`config.mk`:
```
export PLATFORM = sky130hd
export DESIGN_NAME = exp_fsmd_param
export DESIGN_NICKNAME = d
export VERILOG_FILES = /design/src/rtl/exp_pkg.sv /design/src/rtl/exp_mul.sv /design/src/rtl/exp_fsmd_param.sv
export SDC_FILE = /design/constraint.sdc
export NUM_CORES = 1
export LEC_CHECK = 0
export CAP_MARGIN = 40
export CORE_ASPECT_RATIO = 1.25
export CORE_UTILIZATION = 55
export CTS_BUF_LIST = sky130_fd_sc_hd__clkbuf_4 sky130_fd_sc_hd__clkbuf_8
export DETAILED_ROUTE_END_ITERATION = 7
export PLACE_DENSITY = 0.75
export SETUP_SLACK_MARGIN = 0.5
export SLEW_MARGIN = 0
export SYNTH_ARGS = -nofsm -noshare
export SYNTH_HDL_FRONTEND = slang
export SYNTH_HIERARCHICAL = 1
export SYNTH_SLANG_ARGS = --single-unit
```
`constraint.sdc`:
```
create_clock -name clk -period 6.3 [get_ports clk]
set_clock_uncertainty 0.1 [all_clocks]
set_input_delay 1.26 -clock clk [delete_from_list [all_inputs] [get_ports clk]]
set_output_delay 1.26 -clock clk [all_outputs]
set_load 0.05 [all_outputs]
```
`src/rtl/exp_pkg.sv`:
```
// Shared types and constants for the parametrised exponent FSMD.
package exp_pkg;

  // Control states of the exponent FSMD.
  typedef enum logic [1:0] {
    IDLE = 2'd0,
    RUN  = 2'd1,
    DONE = 2'd2
  } exp_state_t;

  // Run-time algorithm selection carried on mode_i.
  localparam logic MODE_LIN = 1'b0;  // repeated multiply, n+1 RUN cycles
  localparam logic MODE_SQR = 1'b1;  // square-and-multiply, bitlen(n)+1 RUN cycles

endpackage

```
`src/rtl/exp_mul.sv`:
```
// Unsigned RW x RW -> 2RW multiplier, split into high and low halves.
// The high half is what the controller inspects for overflow.
module exp_mul #(
  parameter int RW = 16
) (
  input  logic [RW-1:0] x,
  input  logic [RW-1:0] y,
  output logic [RW-1:0] hi,
  output logic [RW-1:0] lo
);

  logic [2*RW-1:0] prod;

  // Both operands widened first so the full double-width product is kept.
  assign prod = {{RW{1'b0}}, x} * {{RW{1'b0}}, y};
  assign hi   = prod[2*RW-1:RW];
  assign lo   = prod[RW-1:0];

endmodule

```
`src/rtl/exp_fsmd_param.sv`:
```
// Parametrised exponent FSMD: result_o = a_i ** n_i (mod 2^RW) with a sticky
// overflow flag. mode_i picks linear repeated multiply or square-and-multiply.
// Optional build macro: EXP_OVF_SAT_EN -- when defined, an overflowed result
// saturates to all ones instead of wrapping; ovf_o is the same in both builds.
module exp_fsmd_param
  import exp_pkg::*;
#(
  parameter int W  = 8,
  parameter int RW = 16
) (
  input  logic          clk,
  input  logic          rst,
  input  logic          go_i,
  input  logic [W-1:0]  a_i,
  input  logic [W-1:0]  n_i,
  input  logic          mode_i,
  output logic [RW-1:0] result_o,
  output logic          done_o,
  output logic          busy_o,
  output logic          ovf_o
);

  exp_state_t    state;
  logic [RW-1:0] acc;       // running product
  logic [RW-1:0] base;      // a, or a^(2^i) in square mode
  logic [W-1:0]  n_reg;     // remaining exponent
  logic          mode_reg;  // mode captured at start
  logic          ovf_acc;   // sticky: result multiply overflowed
  logic          bov;       // sticky: base square overflowed (harmless until consumed)

  logic [RW-1:0] prod_hi, prod_lo;
  logic [RW-1:0] sq_hi, sq_lo;

  // Result multiply: acc * base.
  exp_mul #(.RW(RW)) u_mul_res (
    .x  (acc),
    .y  (base),
    .hi (prod_hi),
    .lo (prod_lo)
  );

  // Base square: base * base.
  exp_mul #(.RW(RW)) u_mul_sq (
    .x  (base),
    .y  (base),
    .hi (sq_hi),
    .lo (sq_lo)
  );

  // Control FSM, datapath registers and registered outputs in one process.
  always_ff @(posedge clk) begin
    if (rst) begin
      // NOTE: every datapath register is cleared here too, so a reset mid-RUN
      // leaves no stale operand or sticky flag behind for the next operation.
      state    <= IDLE;
      acc      <= '0;
      base     <= '0;
      n_reg    <= '0;
      mode_reg <= MODE_LIN;
      ovf_acc  <= 1'b0;
      bov      <= 1'b0;
      result_o <= '0;
      done_o   <= 1'b0;
      busy_o   <= 1'b0;
      ovf_o    <= 1'b0;
    end else begin
      // NOTE: non-blocking assignments throughout; every branch below reads
      // the pre-edge register values, which is what the two multipliers see.
      done_o <= 1'b0;
      case (state)
        IDLE: begin
          if (go_i) begin
            acc      <= RW'(1);
            base     <= RW'(a_i);
            n_reg    <= n_i;
            mode_reg <= mode_i;
            ovf_acc  <= 1'b0;
            bov      <= 1'b0;
            busy_o   <= 1'b1;
            state    <= RUN;
          end
        end

        RUN: begin
          if (n_reg == '0) begin
            done_o <= 1'b1;
            state  <= DONE;
          end else if (mode_reg == MODE_SQR) begin
            // A base that has overflowed only matters once it is multiplied in.
            if (n_reg[0]) begin
              acc <= prod_lo;
              if ((prod_hi != '0) || bov) ovf_acc <= 1'b1;
            end
            base <= sq_lo;
            if (sq_hi != '0) bov <= 1'b1;
            n_reg <= n_reg >> 1;
          end else begin
            acc   <= prod_lo;
            n_reg <= n_reg - W'(1);
            if (prod_hi != '0) ovf_acc <= 1'b1;
          end
        end

        DONE: begin
`ifdef EXP_OVF_SAT_EN
          result_o <= ovf_acc ? {RW{1'b1}} : acc;
`else
          result_o <= acc;
`endif
          ovf_o  <= ovf_acc;
          busy_o <= 1'b0;
          state  <= IDLE;
        end

        default: state <= IDLE;
      endcase
    end
  end

endmodule

```
==> impl_metrics.json, run 1 <==
{
  "outcome": "finished, violations left",
  "violated_checks": "setup timing",
  "post_route_cells_drive_above_1_share": 0.186,
  "cts-hold-fix-buffers": 0,
  "largestClassByArea": "multi-input combinational cells",
  "min_to": "result_o[13]$_SDFFE_PP0P_",
  "slew_violations": 0,
  "rr_endpoint": "ovf_acc$_SDFFE_PP0P_",
  "yosysChipArea_um2": 19800,
  "number_of_non_clock_inverters_in_the_layout": 451,
  "r2r-start": "base[4]$_SDFFE_PP0P_",
  "nonClockBufferCount": 336,
  "worst_setup_path_start_kind": "flip-flop",
  "synth-compound-area-share": 0.0923,
  "final.min_clock_period_ps": 6530,
  "yosys.area_share.xor_xnor": 0.0247,
  "worst-endpoint-required_ps": 6480,
  "timing.critical_path.to": "ovf_acc$_SDFFE_PP0P_",
  "cp_data_arrival_time_ps": 6720,
  "final_nets": 3118,
  "finalWeightedCongestion": 0.922,
  "floorplan.die_area_um2": 36800,
  "path_delay_family": "adder cells",
  "fin_hold_viols": 0,
  "worstMarginPinSlew_ps": 904,
  "layoutNonFillerInstCount": 2979,
  "ys_sh_adder": 0.524,
  "worst_path_setup_slack_after_routing_ps": -235,
  "flop_area_um2": 1340,
  "synthDistinctLibCells": 81,
  "globalRoute.totalOverflow": 0,
  "lay_top_count": "sky130_fd_sc_hd__inv_1",
  "number_of_enable_flip_flop_cells": 0,
  "report.final.setup_viol": 2,
  "max_cap_violations": 0,
  "layout_top_registers": "acc x16, base x16, result_o x16",
  "route.vias.total": 16500,
  "vdd_ir_max_v": 0.0000803,
  "setup.reg_to_reg.worst_slack_ps": -230,
  "layout_top_cells": "438 x sky130_fd_sc_hd__inv_1, 377 x sky130_fd_sc_hd__fa_1, 351 x sky130_fd_sc_hd__nand2_1",
  "ys_sh_mux": 0.00101,
  "n_multi_input_combinational_cell": 1638,
  "async_reset_ff_frac": 0,
  "worstHoldPathType": "flip-flop to flip-flop",
  "design.portCount": 39,
  "nClkBuffers": 9,
  "ys_seq_elements": 64,
  "clock_area_frac": 0.0105,
  "mapped_cells": 2247,
  "timing_worst_setup_path_type": "flip-flop to flip-flop",
  "sh_comb_area": 0.709
}
## run 1: through the flow
step	TNS [ps]	cell area, µm²	total power (µW)	hold WS, ps	utilization
2_1_floorplan	0	20200	945	345	-
3_3_place_gp	-498	22600	1190	344	0.638
3_5_place_dp	-673	22600	1210	350	0.638
4_1_cts	-272	23500	1770	363	0.662
5_1_grt	-754	23900	1920	382	0.674
6_report	-371	23900	1820	361	0.674
## run 1: power breakdown
group	total, µW	internal, µW	leakage (µW)	switching, µW
combinational	834	365	0.0117	469
sequential	484	429	0.000535	55.1
clock	505	269	0.000126	236
total	1820	1060	0.0124	760
## run 1: what timing repair did
item | 4_1_cts | 5_1_grt
buffers inserted | 43 | 17
gates cloned | 0 | 1
gates resized | 58 | 77
setup endpoints to repair | 3 | 4
pin swaps | 31 | 55
## run 1: cell usage after synthesis (all sizes together) (16+ instances only)
| library cell | instances | area [µm²] |
|---|---|---|
| o21ai | 30 | 154 |
| a21oi | 78 | 409 |
| clkbuf | 80 | 300 |
| inv | 451 | 1690 |
| nand2 | 353 | 1330 |
| a22o | 24 | 210 |
| and2 | 251 | 1570 |
| xnor2 | 36 | 315 |
| nor3 | 16 | 103 |
| ha | 210 | 2630 |
| nor2 | 41 | 161 |
| dfxtp | 64 | 1280 |
| xor2 | 20 | 175 |
| fa | 388 | 7770 |
| a21o | 24 | 180 |
## run 1: metal layers
metal	GRT usage	up-vias	wire (µm)
met2	0.558	568	28700
met1	0.352	8253	20100
met5	0	-	0
met3	0.0365	195	2730
li1	-	7434	-
met4	0.131	0	2520
## run 1: tightest hold or removal path, stage by stage, from the launching register on
cell	delay [ps]
sky130_fd_sc_hd__dfxtp_1	320
sky130_fd_sc_hd__nand2_1	50
sky130_fd_sc_hd__a21oi_1	50
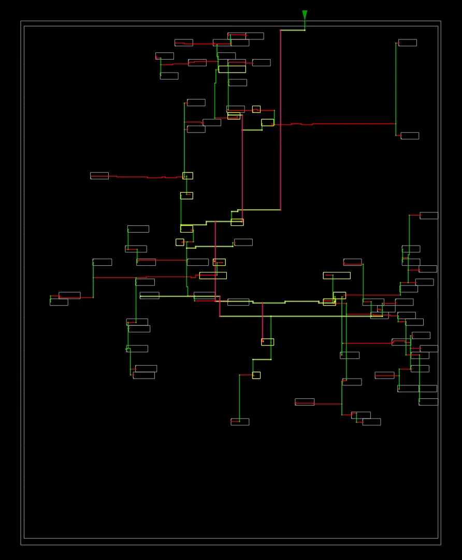
**Above:** run 1 (clock routing).
latest clock arrival within the worst-skew pair: 400 ps
clock sinks: 64
Clock net power: 505 µW
total clock buffers created by CTS: 9

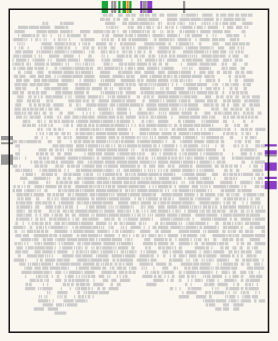
**Above:** run 1 (ports around the boundary).
Scale: 1.5 px per µm. Pins as bars across the die edge, other pins in grey.
port	colour	pins	direction	edge
go_i	orange	1	input	north
n_i	green	8	input	north
result_o	purple	16	output	12 east, 4 north
all pins by edge	18 north, 13 east, 8 west
number of input and output port buffers inserted: 38
Die Width: 172 µm

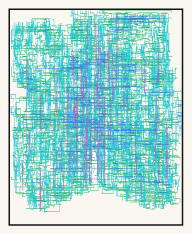
**Above:** run 1 (metal layers overlaid).
Scale: 1 px per µm.
layer	colour	wire length
metal 1	green	20.1 mm
metal 4	magenta	2520 µm
metal 3	blue	2730 µm
metal 2	cyan	28.7 mm
final WL: 54100 µm
drt wl/cell: 18.2 µm

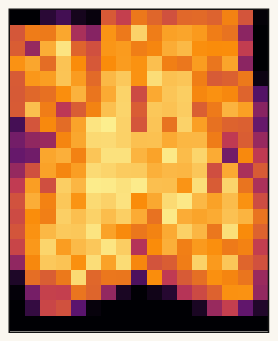
**Above:** run 1 (cell density map).
Scale: 1.5 px per µm. The die is cut into 17 by 21 equal tiles; black is low, pale yellow is high, 0 to 100% covered.
mean over tiles	63%
nearly empty tiles	9.2%
emptiest ninth of the die	south
densest ninth of the die	centre
tiles over 75% full	45%
core utilization of the finished layout: 0.674
total core area: 35500 µm²
Init Core Util: 0.559

--- run 2 (diff from run 1) ---
--- a/config.mk
+++ b/config.mk
@@ -5,12 +5,11 @@
 export SDC_FILE = /design/constraint.sdc
 export NUM_CORES = 1
 export LEC_CHECK = 0
-export CAP_MARGIN = 40
 export CORE_ASPECT_RATIO = 1.25
-export CORE_UTILIZATION = 55
+export CORE_UTILIZATION = 54
 export CTS_BUF_LIST = sky130_fd_sc_hd__clkbuf_4 sky130_fd_sc_hd__clkbuf_8
 export DETAILED_ROUTE_END_ITERATION = 7
-export PLACE_DENSITY = 0.75
+export PLACE_DENSITY = 0.73
 export SETUP_SLACK_MARGIN = 0.5
 export SLEW_MARGIN = 0
 export SYNTH_ARGS = -nofsm -noshare
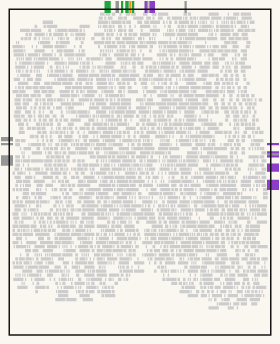
**Above:** run 2 (ports around the boundary).
Scale: 1.5 px per µm. Pins as bars across the die edge, other pins in grey.
port	colour	pins	direction	edge
result_o	purple	16	output	12 east, 4 north
go_i	orange	1	input	north
n_i	green	8	input	north
Die Width: 173 µm
Die Span Y: 216 µm

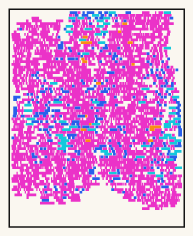
**Above:** run 2 (cells coloured by class).
Scale: 1 px per µm.
class	colour	cells
clock drivers and dummy loads	orange	16
remaining buffers and delay cells	blue	307
combinational and other logic	magenta	2089
sequential cells	cyan	64

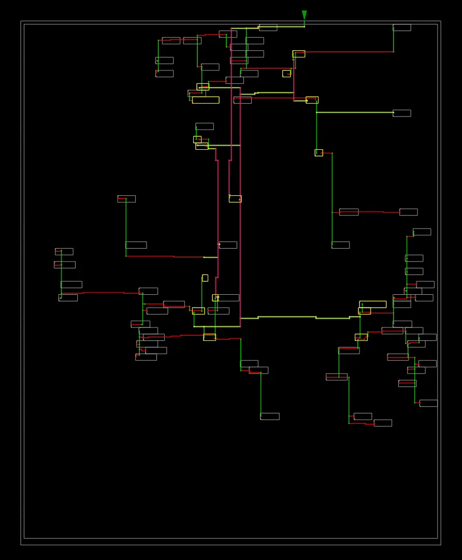
**Above:** run 2 (clock routing).
clock buffers: 9
layout sequential cell count: 64

==> impl_metrics.json, run 2 <==
{
  "worst_path_setup_slack_after_routing_ps": -132,
  "nFillCells": 3023,
  "drtPass1Iterations": 5,
  "fin_hold_viols": 0,
  "setup.reg_to_reg.worst_slack_ps": -130,
  "cts-buffers-inserted": 9,
  "layout.core_utilization": 0.645,
  "path_delay_family": "adder cells",
  "final.min_clock_period_ps": 6430,
  "design.portCount": 39,
  "layout_top_cells": "448 x sky130_fd_sc_hd__inv_1, 380 x sky130_fd_sc_hd__fa_1, 350 x sky130_fd_sc_hd__nand2_1",
  "async_reset_ff_frac": 0,
  "ys_seq_elements": 64,
  "synthDominantCellAreaShare": 0.392,
  "clock.latency.late_pin_ps": 400,
  "swShare": 0.424,
  "drcViolationCount": 0,
  "final_nets": 3089,
  "synth.top_cells.by_area": "sky130_fd_sc_hd__fa_1 39%, sky130_fd_sc_hd__ha_1 13%, sky130_fd_sc_hd__inv_1 8.5%",
  "worst_setup_path_start_kind": "flip-flop",
  "mapped_cells": 2247,
  "finalHoldWorstSlack_ps": 356,
  "rr_endpoint": "bov$_SDFFE_PP0P_",
  "groute.usage.overall": 0.288,
  "timing_worst_setup_path_type": "flip-flop to flip-flop",
  "r2r-start": "base[9]$_SDFFE_PP0P_",
  "floorplan.die_area_um2": 37500,
  "row_count": 78,
  "seq_area_frac_synth": 0.0646,
  "total_power_uw": 1730,
  "vdd_ir_max_v": 0.000107,
  "worst-endpoint-required_ps": 6510,
  "power.internal_uw": 997,
  "initial_utilization": 0.548,
  "grt_pass1_wl_um": 86300,
  "lay_top_count": "sky130_fd_sc_hd__inv_1",
  "globalRoute.totalOverflow": 0,
  "setup_total_negative_slack_ps": -239,
  "slew_violations": 0,
  "path_cells": "buf_12, buf_4, nand2_1, fa_1, fa_1, inv_1, fa_1, fa_1, fa_1, inv_1, fa_1, inv_1, ha_1, a21o_1, a31o_2, a31oi_1, nand2_1, xor2_1, or4_4, nor4_4, nand4_1, o211a_1",
  "combinational_cell_power_consumption_uw": 793,
  "seqPwrFrac": 0.280,
  "number_of_enable_flip_flop_cells": 0,
  "synthDistinctLibCells": 81,
  "drt-wirelength-per-cell_um": 17.5,
  "worst_path_largest_cell_delay_ps": 580,
  "cp_num_cells": 22,
  "yosysChipArea_um2": 19800,
  "post_route_cells_drive_above_1_share": 0.164,
  "dpl-instance-area_um2": 22600,
  "cts.reportedPaths.clkPinSlew_ps": 100,
  "ys_cells": 2247,
  "area_growth_syn_to_layout_pct": 17.7,
  "finalWeightedCongestion": 0.959,
  "clockPowerShare": 0.262,
  "layoutNonFillerInstCount": 2957,
  "max_cap_violations": 0,
  "worstMarginPinSlew_ps": 1160,
  "layout_top_registers": "acc x16, base x16, result_o x16",
  "worstHoldPathType": "flip-flop to flip-flop",
  "yosys.area.top_type": "sky130_fd_sc_hd__fa_1",
  "flop_area_um2": 1350,
  "comb_power_share": 0.458,
  "io_buffers": 38,
  "worst_setup_startpoint": "base[9]$_SDFFE_PP0P_",
  "post_synth_instance_area_um2": 19800,
  "yosys.cell_count.top_type": "sky130_fd_sc_hd__inv_1",
  "outcome": "finished, violations left",
  "p_seq_uw": 484,
  "cts_num_sinks": 64,
  "report.final.setup_viol": 2,
  "power-top-group": "combinational logic",
  "switching_power_uw": 733,
  "placeableCoreArea_um2": 36200,
  "cp_data_arrival_time_ps": 6640,
  "worst-path-max-fanout": 8,
  "synth.top_cells.by_count": "451 x sky130_fd_sc_hd__inv_1, 388 x sky130_fd_sc_hd__fa_1, 353 x sky130_fd_sc_hd__nand2_1",
  "half_perimeter_wire_length_after_detailed_placement_um": 41700,
  "fin_area_um2": 23300,
  "timing.critical_path.to": "bov$_SDFFE_PP0P_",
  "drt_wl_total_um": 51600,
  "violated_checks": "setup timing",
  "clk-power_uw": 454,
  "route.vias.total": 16200
}
-- run 2: kinds of logic (layout without fill, tap and decap cells) --
group                      after synthesis  after routing  synth area share
and+or+nand+nor                        739            739             0.187
adders and majority gates              598            598             0.524
buffers and inverters                  545            774             0.107
AOI/OAI and AO/OA                      243            243            0.0923
DFF                                     64             64            0.0646
xor gates and xnor gates                56             56            0.0247
muxes                                    2              2           0.00101
other                                    0              1                 0
-- run 2: how the worst min path moves through the flow --
stage,slack [ps],from,endpoint,cells after the start
global route,390,ovf_o$_SDFFE_PP0P_,ovf_o$_SDFFE_PP0P_,2
CTS,360,result_o[4]$_SDFFE_PP0P_,result_o[4]$_SDFFE_PP0P_,2
floorplan,340,ovf_acc$_SDFFE_PP0P_,ovf_o$_SDFFE_PP0P_,2
detailed placement,350,result_o[4]$_SDFFE_PP0P_,result_o[4]$_SDFFE_PP0P_,2
finish,360,result_o[4]$_SDFFE_PP0P_,result_o[4]$_SDFFE_PP0P_,2
global placement,340,result_o[15]$_SDFFE_PP0P_,result_o[15]$_SDFFE_PP0P_,2
-- run 2: area by class of cell --
type,instances,share of cell area
multi-input cells,1638,0.720
repair buffers,307,0.115
inverters,451,0.0725
flip-flops and latches,64,0.0577
well taps,480,0.0257
clock buffers,9,0.00531
clock inverters,7,0.00423
diodes,1,0.000107
-- run 2: per-layer routing --
layer / share of wire / GRT usage / vias up
li1: - / - / 7374
met1: 0.39 / 0.341 / 8170
met2: 0.53 / 0.531 / 514
met3: 0.049 / 0.0304 / 141
met4: 0.037 / 0.113 / 0
met5: 0 / 0 / -
-- run 2: repair_timing --
item                       4_1_cts  5_1_grt
setup endpoints to repair        3        4
resized                         25       44
setup buffers                   15       12
hold buffers                     0        0
pin swaps                        2       23
gates cloned                     0        0
Power is estimated from default activity; no workload was simulated.
